==> config.mk <==
export PLATFORM = sky130hd
export DESIGN_NAME = dbg_dump_host
export DESIGN_NICKNAME = d
export VERILOG_FILES = /design/src/rtl/dbg_pkg.sv /design/src/rtl/dbg_step_pulse.sv /design/src/rtl/dbg_dump_host.sv
export SDC_FILE = /design/constraint.sdc
export NUM_CORES = 1
export LEC_CHECK = 0
export CAP_MARGIN = 5
export CORE_ASPECT_RATIO = 1.1
export CORE_MARGIN = 1
export CORE_UTILIZATION = 58
export DETAILED_ROUTE_END_ITERATION = 8
export MAX_ROUTING_LAYER = met4
export PLACE_DENSITY = 0.85
export SYNTH_ARGS = -nofsm -noshare
export SYNTH_HDL_FRONTEND = slang
export SYNTH_SLANG_ARGS = --single-unit
==> constraint.sdc <==
create_clock -name clk -period 4.4 [get_ports clk]
set_input_delay 0.88 -clock clk [delete_from_list [all_inputs] [get_ports clk]]
set_output_delay 0.88 -clock clk [all_outputs]
set_load 0.005 [all_outputs]
==> src/rtl/dbg_pkg.sv <==
// Shared types and constants for the debug dump host.
// State encoding, frame layout constants and byte selection helper.
package dbg_pkg;

    typedef enum logic [2:0] {
        ST_IDLE,
        ST_HDR,
        ST_SETTLE,
        ST_SEND,
        ST_CSUM,
        ST_DONE,
        ST_STEP_H,
        ST_STEP_L
    } dbg_state_e;

    localparam int         DBG_BYTES_PER_ENTRY = 5;
    localparam logic [7:0] DBG_HEADER_DEFAULT  = 8'hA5;

    // Byte idx of an entry: 1..4 are the data word, MSB first.
    function automatic logic [7:0] dbg_byte_sel(
        input logic [31:0] word,
        input logic [2:0]  idx
    );
        logic [7:0] b;
        case (idx)
            3'd1:    b = word[31:24];
            3'd2:    b = word[23:16];
            3'd3:    b = word[15:8];
            3'd4:    b = word[7:0];
            default: b = 8'h00;
        endcase
        return b;
    endfunction

endpackage

==> src/rtl/dbg_step_pulse.sv <==
// Single debug step pulse generator.
// A trigger yields STEP_HI cycles high then STEP_HI cycles low.
module dbg_step_pulse #(
    parameter int STEP_HI = 4
) (
    input  logic clk,
    input  logic rst,
    input  logic trig_i,
    output logic step_o,
    output logic idle_o,
    output logic phase_done_o
);

    localparam int CW = (STEP_HI > 1) ? $clog2(STEP_HI) : 1;

    logic          active_q, active_d;
    logic          low_q, low_d;
    logic          step_q, step_d;
    logic [CW-1:0] cnt_q, cnt_d;

    assign phase_done_o = active_q && (cnt_q == CW'(STEP_HI - 1));
    assign step_o       = step_q;
    assign idle_o       = !active_q;

    // High phase, then low phase, each counted to STEP_HI.
    always_comb begin
        active_d = active_q;
        low_d    = low_q;
        step_d   = step_q;
        cnt_d    = cnt_q;
        if (!active_q) begin
            if (trig_i) begin
                active_d = 1'b1;
                low_d    = 1'b0;
                step_d   = 1'b1;
                cnt_d    = '0;
            end
        end else if (phase_done_o) begin
            cnt_d = '0;
            if (!low_q) begin
                low_d  = 1'b1;
                step_d = 1'b0;
            end else begin
                low_d    = 1'b0;
                active_d = 1'b0;
            end
        end else begin
            cnt_d = cnt_q + 1'b1;
        end
    end

    // Pulse state registers.
    always_ff @(posedge clk or negedge rst) begin
        if (!rst) begin
            active_q <= 1'b0;
            low_q    <= 1'b0;
            step_q   <= 1'b0;
            cnt_q    <= '0;
        end else begin
            active_q <= active_d;
            low_q    <= low_d;
            step_q   <= step_d;
            cnt_q    <= cnt_d;
        end
    end

endmodule

==> src/rtl/dbg_dump_host.sv <==
// Debug port host: sweeps all debug addresses into a framed byte
// stream and issues single debug step pulses on request.
module dbg_dump_host
    import dbg_pkg::*;
#(
    parameter int         NUM_ADDR = 64,
    parameter int         SETTLE   = 2,
    parameter int         STEP_HI  = 4,
    parameter logic [7:0] HEADER   = DBG_HEADER_DEFAULT
) (
    input  logic        clk,
    input  logic        rst,
    input  logic        start,
    input  logic        step_req,
    output logic        busy,
    output logic        done,
    output logic [6:0]  debug_addr,
    input  logic [31:0] debug_data,
    output logic        debug_step,
    output logic [7:0]  tx_data,
    output logic        tx_valid,
    input  logic        tx_ready
);

    localparam int SW = (SETTLE > 1) ? $clog2(SETTLE) : 1;

    dbg_state_e    state_q, state_d;
    logic [6:0]    addr_q, addr_d;
    logic [31:0]   cap_q, cap_d;
    logic [2:0]    idx_q, idx_d;
    logic [SW-1:0] scnt_q, scnt_d;
    logic [7:0]    csum_q, csum_d;
    logic [7:0]    txd_q, txd_d;
    logic          txv_q, txv_d;
    logic          done_q, done_d;
    logic          busy_q, busy_d;
    logic          trig;
    logic          p_idle;
    logic          p_done;
    logic          accept;
    logic [7:0]    csum_n;

    assign accept = txv_q && tx_ready;
    assign csum_n = csum_q ^ txd_q;

    dbg_step_pulse #(
        .STEP_HI(STEP_HI)
    ) u_step (
        .clk         (clk),
        .rst         (rst),
        .trig_i      (trig),
        .step_o      (debug_step),
        .idle_o      (p_idle),
        .phase_done_o(p_done)
    );

    // Next state and next registered outputs.
    always_comb begin
        state_d = state_q;
        addr_d  = addr_q;
        cap_d   = cap_q;
        idx_d   = idx_q;
        scnt_d  = scnt_q;
        csum_d  = csum_q;
        txd_d   = txd_q;
        txv_d   = txv_q;
        done_d  = 1'b0;
        trig    = 1'b0;
        unique case (state_q)
            ST_IDLE: begin
                if (start) begin
                    state_d = ST_HDR;
                    txv_d   = 1'b1;
                    txd_d   = HEADER;
                end else if (step_req && p_idle) begin
                    state_d = ST_STEP_H;
                    trig    = 1'b1;
                end
            end
            ST_HDR: begin
                if (accept) begin
                    state_d = ST_SETTLE;
                    addr_d  = '0;
                    csum_d  = '0;
                    scnt_d  = '0;
                    txv_d   = 1'b0;
                end
            end
            ST_SETTLE: begin
                if (scnt_q == SW'(SETTLE - 1)) begin
                    state_d = ST_SEND;
                    cap_d   = debug_data;
                    idx_d   = '0;
                    txv_d   = 1'b1;
                    txd_d   = {1'b0, addr_q};
                end else begin
                    scnt_d = scnt_q + 1'b1;
                end
            end
            ST_SEND: begin
                if (accept) begin
                    csum_d = csum_n;
                    if (idx_q == 3'(DBG_BYTES_PER_ENTRY - 1)) begin
                        if (addr_q == 7'(NUM_ADDR - 1)) begin
                            state_d = ST_CSUM;
                            txd_d   = csum_n;
                        end else begin
                            state_d = ST_SETTLE;
                            addr_d  = addr_q + 1'b1;
                            scnt_d  = '0;
                            txv_d   = 1'b0;
                        end
                    end else begin
                        idx_d = idx_q + 1'b1;
                        txd_d = dbg_byte_sel(cap_q, idx_q + 1'b1);
                    end
                end
            end
            ST_CSUM: begin
                if (accept) begin
                    state_d = ST_DONE;
                    txv_d   = 1'b0;
                    done_d  = 1'b1;
                end
            end
            ST_DONE: begin
                state_d = ST_IDLE;
                addr_d  = '0;
            end
            ST_STEP_H: begin
                if (p_done) state_d = ST_STEP_L;
            end
            ST_STEP_L: begin
                if (p_done) state_d = ST_IDLE;
            end
            default: state_d = ST_IDLE;
        endcase
        busy_d = (state_d != ST_IDLE);
    end

    // State, datapath and output registers.
    always_ff @(posedge clk or negedge rst) begin
        if (!rst) begin
            state_q <= ST_IDLE;
            addr_q  <= '0;
            cap_q   <= '0;
            idx_q   <= '0;
            scnt_q  <= '0;
            csum_q  <= '0;
            txd_q   <= '0;
            txv_q   <= 1'b0;
            done_q  <= 1'b0;
            busy_q  <= 1'b0;
        end else begin
            state_q <= state_d;
            addr_q  <= addr_d;
            cap_q   <= cap_d;
            idx_q   <= idx_d;
            scnt_q  <= scnt_d;
            csum_q  <= csum_d;
            txd_q   <= txd_d;
            txv_q   <= txv_d;
            done_q  <= done_d;
            busy_q  <= busy_d;
        end
    end

    assign busy       = busy_q;
    assign done       = done_q;
    assign debug_addr = addr_q;
    assign tx_data    = txd_q;
    assign tx_valid   = txv_q;

endmodule

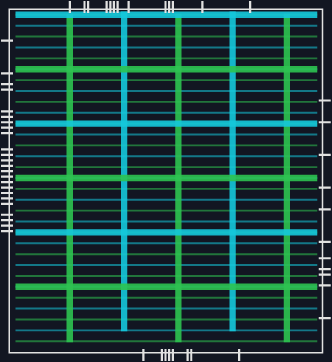
power_grid.png
Scale: 4 px per µm. Pins as bars on the die edge.
legend:
  green:
    net: VSS
  cyan:
    net: VDD
signal pins: 56
met1 rails: 31
met5 straps: 6
rows: 30
met4 straps: 5

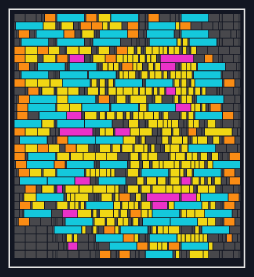
placement_by_type.png
Scale: 3 px per µm. Fill, decap, tap and diode cells in gray.
legend:
  cyan:
    class: flops
    cells: 70
    share_of_their_area: 40%
  yellow:
    class: combinational and other logic
    cells: 269
    share_of_their_area: 42%
  magenta:
    class: clock drivers and dummy loads
    cells: 16
    share_of_their_area: 5.6%
  orange:
    class: other buffers and delay cells
    cells: 57
    share_of_their_area: 13%

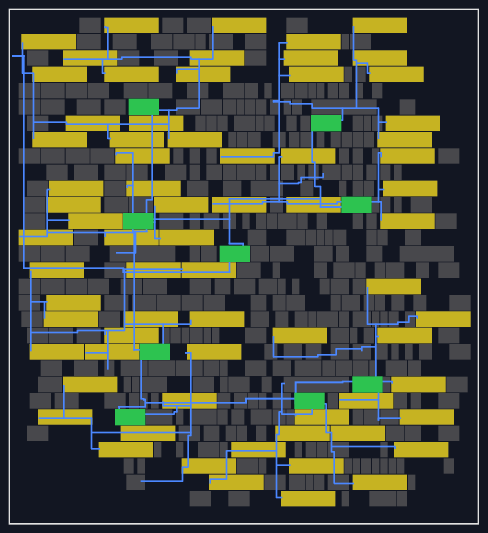
clk_routes.png
Scale: 6 px per µm.
legend:
  yellow:
    item: flip-flops
    count: 70
  green:
    item: clock drivers
    count: 9
  blue:
    item: clock wires
    length: 869 µm
routed clock nets: 10
flops lie: widely spread

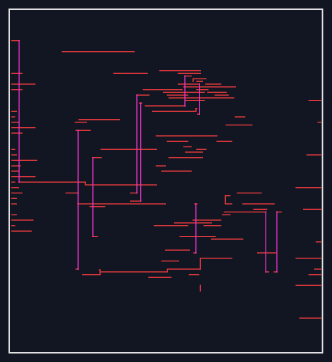
wires.png
Scale: 4 px per µm. Two of the layers only.
legend:
  magenta:
    layer: metal 4
    wire_length: 196 µm
  red:
    layer: metal 3
    wire_length: 562 µm
global-route usage over all layers: 29.3%
Detailed Route WL: 8840 µm
via count: 3,134
WL/cell: 18.0 µm

==> metrics by stage <==
stage                     std cells  utilization, %  area [µm²]  hold slack [ns]
after floorplan                 364               -        3680            0.464
after global placement          476            68.8        4230            0.490
after detailed placement        476            68.8        4230            0.494
after CTS                       492            72.8        4480            0.514
after global routing            492            72.8        4480            0.534
final                           492            72.8        4480            0.510
==> tightest hold or removal path, cell delays in order, from the launching register on <==
cell,delay [ns]
dfrtp_1,0.34
o21ai_0,0.08
nand2_1,0.07
==> kinds of logic after synthesis <==
family | count (synthesis) | share of synthesized area [%]
adder cells (fa/ha/maj) | 7 | 2.38
AND/OR/NAND/NOR | 111 | 16.0
buffers and inverters | 44 | 5.20
AND-OR/OR-AND | 97 | 18.2
XOR/XNOR | 1 | 0.238
flip-flops | 70 | 47.6
multiplexers | 34 | 10.3
==> worst min-delay path by stage <==
stage / startpoint / end / slack (ns) / depth (start not counted)
after floorplan: csum_q[1]$_DFFE_PN0P_ / csum_q[1]$_DFFE_PN0P_ / 0.46 / 1
after global placement: u_step.step_o$_DFFE_PN0P_ / u_step.step_o$_DFFE_PN0P_ / 0.49 / 2
after detailed placement: u_step.step_o$_DFFE_PN0P_ / u_step.step_o$_DFFE_PN0P_ / 0.49 / 2
after CTS: u_step.step_o$_DFFE_PN0P_ / u_step.step_o$_DFFE_PN0P_ / 0.51 / 2
after global routing: cap_q[2]$_DFFE_PN0P_ / cap_q[2]$_DFFE_PN0P_ / 0.53 / 1
final: u_step.step_o$_DFFE_PN0P_ / u_step.step_o$_DFFE_PN0P_ / 0.51 / 2
==> routing by layer <==
layer / global-route usage (%) / vias to the layer above / wire length, µm
met2: 44.7 / 162 / 4380
met1: 37.6 / 1516 / 3700
met4: 11.8 / 0 / 195
li1: - / 1434 / -
met5: - / - / 0
met3: 7.34 / 22 / 561
==> reports/metrics.yaml <==
status: "finished clean"
grt_max_degree: 53
syn_area_per_cell_um2: 10.1
num-multi-input-gates: 250
rows: 30
synth.top_cell.area_share_pct: 47.6
crit_family: "simple AND/OR/NAND/NOR gates"
critical_path_class: "reg -> reg"
grt-ovfl-total: 0
max-vdd-ir-drop_uv: 372
p_sw_share_pct: 38.5
regMostFlops: "cap_q"
crit_fanout: 22
cp_data_required_time_ns: 4.67
cap_violations: 0
powerDensity_nw_per_um2: 711
slew_headroom_pct: 23.1
worst_setup_path_end_kind: "register"
nWellTaps: 80
fin_ws_ns: 1.56
edf_count: 0
seq_power_mw: 1.20
clock_skew_ns: 0.00456
clock_latency_ns: 0.34
yosysTopAreaCell: "dfrtp_1"
slew_violations: 0
fin_crit_sh_pct: 64.5
yosysMostFrequentCell: "dfrtp_1"
comb_power_mw: 1.35
drtIter0Drc: 425
tns_ns: 0
grt_pass1_vias: 2995
leakage_nw: 1.86
rsz0062_at_grt: "false"
gp_congestion: 0.877
drive_above_1_share_pct: 14.3
pg_clk_mw: 0.635
top_cells_by_count: "dfrtp_1 (70), nand2_1 (35), mux2_2 (32)"
combPwrFrac_pct: 42.3
diodes: 0
clock-root-buffer: "clkbuf_8"
worst_ep_arrival_time_ns: 3.11
seq_area_um2: 1750
dp_hpwl_um: 6090
post-cts-setup-buffer-count: 0
routed_via_density: 6.37
comb_area_share_pct: 39.1
chipArea_um2: 6660
first_pass_iters: 5
final_common_cell: "dfrtp_1"
worstSetupEndpoint: "debug_addr[5]$_DFFE_PN0P_"
cts_tree: "yes"
num-nonclk-buffers: 57
area_growth_pct: 21.8
ys_ff: 70
grt_pass1_wl_um: 14400
regToRegEndpoint: "debug_addr[5]$_DFFE_PN0P_"
ys_chip_area_um2: 3680
r2r_cells: 4
cts_buffers: 9
nets: 451
cp_num_cells: 4
openroad.warnings: 29
antenna_found_initial: 0
cp.buffers_inverters: 0
ant_nets: 0
layout_top_cells: "dfrtp_1 (70), clkdlybuf4s50_1 (54), nand2_1 (35), mux2_2 (32), o21ai_0 (30)"
synthTopCellsByArea: "dfrtp_1 (48%), mux2_2 (9.8%), o21ai_0 (4.1%), nand2_1 (3.6%), nor3_1 (3.3%)"
synth_seq_share_pct: 47.6
ys_types: 54
ios: 56
clock-sinks: 70
synthesis.area_um2: 3680
path_clk_slew_ns: 0.08
p_int_mw: 1.96
sh_seq_area_pct: 39.1
post-route-min-period_ns: 2.84
crit_chain: "nand3b_1 -> nor3_1 -> a41oi_1 -> a31oi_1"
cp_slowest_stage_delay_ns: 0.82
cts_hold_buf: 0
clkbuf_count: 9
inverters_excl_clock: 19
clockBufferDepth: 2
design.seq.count: 70
yosys_cells: 364
crit_slowest_cell: "nor3_1"
fillers: 449
crit_start: "state_q[0]$_DFF_PN0_"
hold_viol: 0
core_util_floorplan_pct: 59.8
r2r_start: "state_q[0]$_DFF_PN0_"
cts_resized: 0
fmax_ghz: 0.352
hold_path.class: "reg -> reg"
dominant_cells: "sequential cells"
largest_reg_flops: 32
top_power_group: "combinational logic"
fp.coreArea_um2: 6160
drc: 0
startpoint_type: "register"
worstMarginPinSlew_ns: 1.15
dpl_worst_slack_ns: 1.42
setup_violations: 0
mi_logic_area_um2: 1750
yosys_warnings: 0
